$ cat src/rtl/hdr_loader_pkg.sv
// Shared types and helpers for the header loader.
// Optional statistics counters are enabled in hdr_loader by HDR_LOADER_STATS_EN.
package hdr_loader_pkg;

  typedef enum logic [1:0] {
    FILL  = 2'd0,
    DRAIN = 2'd1,
    START = 2'd2,
    RUN   = 2'd3
  } hdr_loader_state_t;

  localparam int BYTE_W = 8;

  // Keep is MSB-contiguous, so the popcount is also the number of leading valid lanes.
  function automatic logic [2:0] keep_cnt(input logic [3:0] keep);
    return 3'(keep[0]) + 3'(keep[1]) + 3'(keep[2]) + 3'(keep[3]);
  endfunction

endpackage

$ cat src/rtl/hdr_loader.sv
// Assembles a big-endian 32-bit word stream into a zero-padded header buffer and hands it to proc.
// Define HDR_LOADER_STATS_EN to add packet and truncation counters.
module hdr_loader
  import hdr_loader_pkg::*;
#(
  parameter int HDR_MAX_LEN = 64,
  parameter int LEN_W       = 7
) (
  input  logic                          clk,
  input  logic                          rst,
  input  logic                          s_valid_i,
  output logic                          s_ready_o,
  input  logic [31:0]                   s_data_i,
  input  logic [3:0]                    s_keep_i,
  input  logic                          s_last_i,
  output logic [BYTE_W*HDR_MAX_LEN-1:0] pkt_hdr_o,
  output logic [LEN_W-1:0]              hdr_len_o,
  output logic                          trunc_o,
  output logic                          start_o,
`ifdef HDR_LOADER_STATS_EN
  output logic [31:0]                   pkt_cnt_o,
  output logic [31:0]                   trunc_cnt_o,
`endif
  input  logic                          ready_i
);

  localparam logic [LEN_W:0] MAX_P = (LEN_W+1)'(HDR_MAX_LEN);

  hdr_loader_state_t             state_q, state_d;
  logic [LEN_W:0]                wr_ptr_q, wr_ptr_d;
  logic [BYTE_W*HDR_MAX_LEN-1:0] hdr_q, hdr_d;
  logic                          trunc_q, trunc_d;
  logic                          first_q, first_d;

  logic [7:0]     lane [4];
  logic [2:0]     cnt;
  logic [LEN_W:0] base;
  logic [LEN_W:0] sum;
  logic           xfer;

  always_comb begin
    for (int k = 0; k < 4; k++) lane[k] = s_data_i[8*(3-k) +: 8];
  end

  assign s_ready_o = (state_q == FILL) || (state_q == DRAIN);
  assign start_o   = (state_q == START) || (state_q == RUN);
  assign xfer      = s_valid_i && s_ready_o;
  assign cnt       = keep_cnt(s_keep_i);
  // A new packet writes from offset 0; wr_ptr_q still shows the previous length until then.
  assign base      = first_q ? '0 : wr_ptr_q;
  assign sum       = base + (LEN_W+1)'(cnt);

  always_comb begin
    state_d  = state_q;
    wr_ptr_d = wr_ptr_q;
    hdr_d    = hdr_q;
    trunc_d  = trunc_q;
    first_d  = first_q;
    unique case (state_q)
      FILL: begin
        if (xfer && cnt != 3'd0) begin
          first_d = 1'b0;
          if (first_q) begin
            hdr_d   = '0;
            trunc_d = 1'b0;
          end
          for (int i = 0; i < HDR_MAX_LEN; i++) begin
            if ((LEN_W+1)'(i) >= base && (LEN_W+1)'(i) < sum)
              hdr_d[8*i +: 8] = lane[2'((LEN_W+1)'(i) - base)];
          end
          if (sum > MAX_P) begin
            wr_ptr_d = MAX_P;
            trunc_d  = 1'b1;
            state_d  = s_last_i ? START : DRAIN;
          end else begin
            wr_ptr_d = sum;
            if (s_last_i) state_d = START;
          end
        end
      end
      DRAIN: begin
        if (xfer && cnt != 3'd0 && s_last_i) state_d = START;
      end
      START: begin
        if (!ready_i) state_d = RUN;
      end
      RUN: begin
        if (ready_i) begin
          state_d = FILL;
          first_d = 1'b1;
        end
      end
      default: state_d = FILL;
    endcase
  end

  always_ff @(posedge clk or posedge rst) begin
    if (rst) begin
      state_q  <= FILL;
      wr_ptr_q <= '0;
      hdr_q    <= '0;
      trunc_q  <= 1'b0;
      first_q  <= 1'b1;
    end else begin
      state_q  <= state_d;
      wr_ptr_q <= wr_ptr_d;
      hdr_q    <= hdr_d;
      trunc_q  <= trunc_d;
      first_q  <= first_d;
    end
  end

  assign pkt_hdr_o = hdr_q;
  assign hdr_len_o = wr_ptr_q[LEN_W-1:0];
  assign trunc_o   = trunc_q;

`ifdef HDR_LOADER_STATS_EN
  logic [31:0] pkt_cnt_q, trunc_cnt_q;
  logic        to_start;

  assign to_start = (state_q == FILL || state_q == DRAIN) && state_d == START;

  always_ff @(posedge clk or posedge rst) begin
    if (rst) begin
      pkt_cnt_q   <= '0;
      trunc_cnt_q <= '0;
    end else if (to_start) begin
      pkt_cnt_q <= pkt_cnt_q + 32'd1;
      if (trunc_d) trunc_cnt_q <= trunc_cnt_q + 32'd1;
    end
  end

  assign pkt_cnt_o   = pkt_cnt_q;
  assign trunc_cnt_o = trunc_cnt_q;
`endif

endmodule
$ cat config.mk
export PLATFORM = sky130hd
export DESIGN_NAME = hdr_loader
export DESIGN_NICKNAME = d
export VERILOG_FILES = /design/src/rtl/hdr_loader_pkg.sv /design/src/rtl/hdr_loader.sv
export SDC_FILE = /design/constraint.sdc
export NUM_CORES = 1
export LEC_CHECK = 0
export ABC_AREA = 1
export CORE_ASPECT_RATIO = 0.6
export CORE_MARGIN = 2
export CORE_UTILIZATION = 40
export DETAILED_ROUTE_END_ITERATION = 8
export MAX_ROUTING_LAYER = met4
export PLACE_DENSITY = 0.75
export SLEW_MARGIN = 15
export SYNTH_ARGS = -nofsm -noshare
export SYNTH_HDL_FRONTEND = slang
export SYNTH_SLANG_ARGS = --single-unit
$ cat constraint.sdc
create_clock -name clk -period 21.6 [get_ports clk]
set_input_delay 4.32 -clock clk [delete_from_list [all_inputs] [get_ports clk]]
set_output_delay 4.32 -clock clk [all_outputs]
set_load 0.005 [all_outputs]
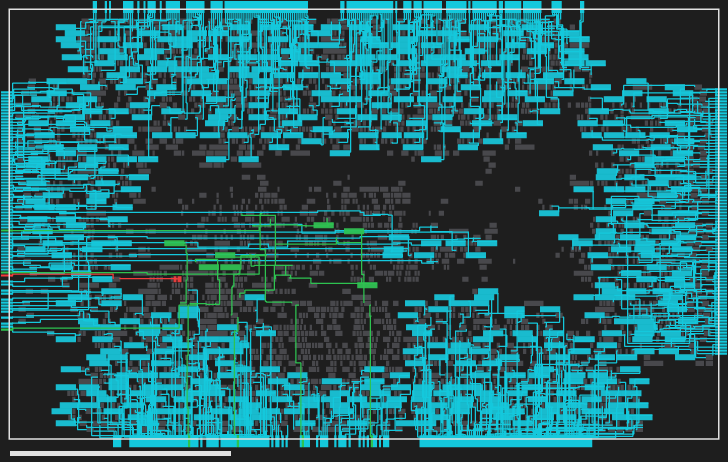
*Port wiring*
Bar = 100 um.
pkt_hdr_o -> cyan  # direction output, end cells 512, buffers 512, wire 24.1 mm
s_last_i -> red  # direction input, end cells 2, buffers 1, wire 75.7 um
hdr_len_o -> green  # direction output, end cells 7, buffers 7, wire 1050 um
number of top-level pins: 563
I/O Buffers: 562

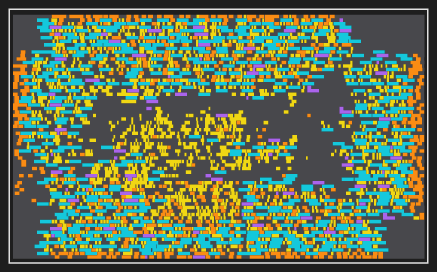
*Cell classes on the final placement*
Fill, decap, tap and diode cells in grey.
other buffers and delay cells -> orange  # cells 590
flops -> cyan  # cells 524
all other logic -> yellow  # cells 2042
clock drivers and dummy loads -> purple  # cells 88
post-layout utilization of the core: 53.6%
area inside the core boundary: 0.0594 mm2
total number of placement rows: 69
cell area after layout: 0.0319 mm2
share of the final layout cell area in sequential cells: 41.2%

==> impl_metrics.ini <==
; generated from flow reports
[status]
run_status = completed

[critical_path]
critPathCaptureType = register
critical_path_depth = 14
timing.critical_path.from = s_keep_i[0]
cp-endpoint = pkt_hdr_o[483]$_DFFE_PP0P_
worst_r2r_startpoint = first_q$_DFFE_PP1P_
r2r_setup_slack_ps = 16450
worstReg2RegEnd = pkt_hdr_o[47]$_DFFE_PP0P_
critical_path.slowest_cell = sky130_fd_sc_hd__buf_4
worst_path_most_repeated_cell = sky130_fd_sc_hd__buf_4
critical_path_arrival_ps = 9380
cp_cell_sequence = clkdlybuf4s50_1, fa_1, ha_1, ha_1, nor2_1, nand2_1, nand4_1, buf_4, nor2_1, inv_8, buf_4, buf_4, nand3_1, nand2_1

[place]
dp_hpwl_mm = 69.4
dpl.cell_count = 3937
post-place-ws_ps = 12240
rd_place_congestion = 1.00
placed_cell_area_mm2 = 0.0303

[global_routing]
maximum_number_of_pins_on_one_net_before_global_route_repair = 132
globalRouteOverflowTotal = 0
grt.met3_usage_pct = 7.36
wire_length_of_the_first_global_routing_pass_mm = 142
antenna_found_initial = 2

[clocking]
tritoncts_num_sinks = 524
cts_hold_buf = 0
tritoncts = done
clkLatencyLatePin_ps = 590
cts_htree_levels = 2
cts.repair.resized = 0
cts.reportedPaths.clkPinSlew_ps = 70

[worst_hold_path]
hold_path_class = register to register
hold_path_end = wr_ptr_q[7]$_DFFE_PP0P_
timing.hold.worst.start = wr_ptr_q[7]$_DFFE_PP0P_

[final_layout]
n_fill_cell = 5406
seq_cell_count = 524
final_layout_top_logic_cell = sky130_fd_sc_hd__nand3_1
area.combinational_mm2 = 0.00985
drive_above_1_share_pct = 9.53
final_net_count = 3262
diodes = 1
most_common_logic_cells_in_the_final_layout = sky130_fd_sc_hd__nand3_1 (835), sky130_fd_sc_hd__clkdlybuf4s50_1 (562), sky130_fd_sc_hd__nand2_1 (525)
biggestCellCategory = flip-flops and latches

[timing]
fin_tns_setup_ps = 0
tightestPinTransition_ps = 1210
final.setup_skew_ps = 26.5
finalMaxSlewViolations = 0
timing.max_slew.rel_slack_pct = 19.6
post-route-min-period_ps = 8880
maxClockFrequency_ghz = 0.113
setup_viol_count_final = 0
setup_slack_after_layout_ps = 12720

[logic_synthesis]
synth-xor-area-share_pct = 0
yosys_most_used_dff = sky130_fd_sc_hd__dfrtp_1
post_synth_and_or_nand_nor_area_fraction_pct = 33.0
yosys-mux-area-fraction_pct = 0
netlist_area_mm2 = 0.0241
top_cells_by_area = sky130_fd_sc_hd__dfrtp_1 (54%), sky130_fd_sc_hd__nand3_1 (17%), sky130_fd_sc_hd__nand2_1 (8.2%), sky130_fd_sc_hd__o21ai_0 (3.7%), sky130_fd_sc_hd__inv_1 (1.6%)
ys_seq_share_pct = 54.4
syn-num-nets = 2756
synth.lib_cells_used.distinct = 41
netlist_instances = 2701
adder_cell_share_of_the_synthesized_area_pct = 0.789
synth-area-yosys_mm2 = 0.0241
top_logic_kind = simple AND/OR/NAND/NOR gates

[drt]
dr_vias = 22900
vias_per_cell = 5.68
dr_wl_met2_mm = 41.7
route.top_layer_used = met4
detail_route.wl_per_cell_um = 24.0
drc = 0

[die]
chipWidth_um = 321
floorplan.initialDensity_pct = 40.6
die-height_um = 194

[pwr]
clock_power_share_pct = 18.0
p_sw_uw = 2090
internal_power_consumption_uw = 2740
swShare_pct = 43.2
comb_power_share_pct = 48.9
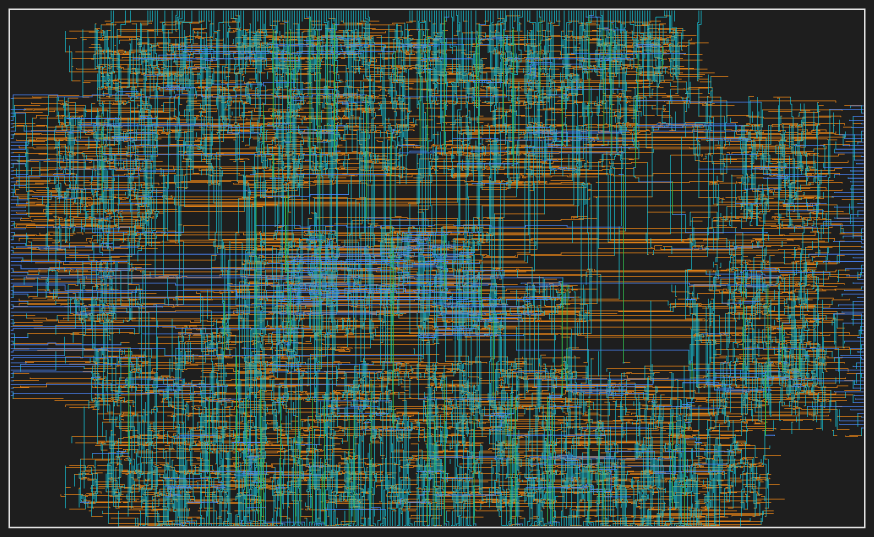
*Wiring by layer*
met2 -> cyan  # wire length 41.7 mm
met3 -> blue  # wire length 9180 um
met1 -> orange  # wire length 42.6 mm
met4 -> green  # wire length 2990 um

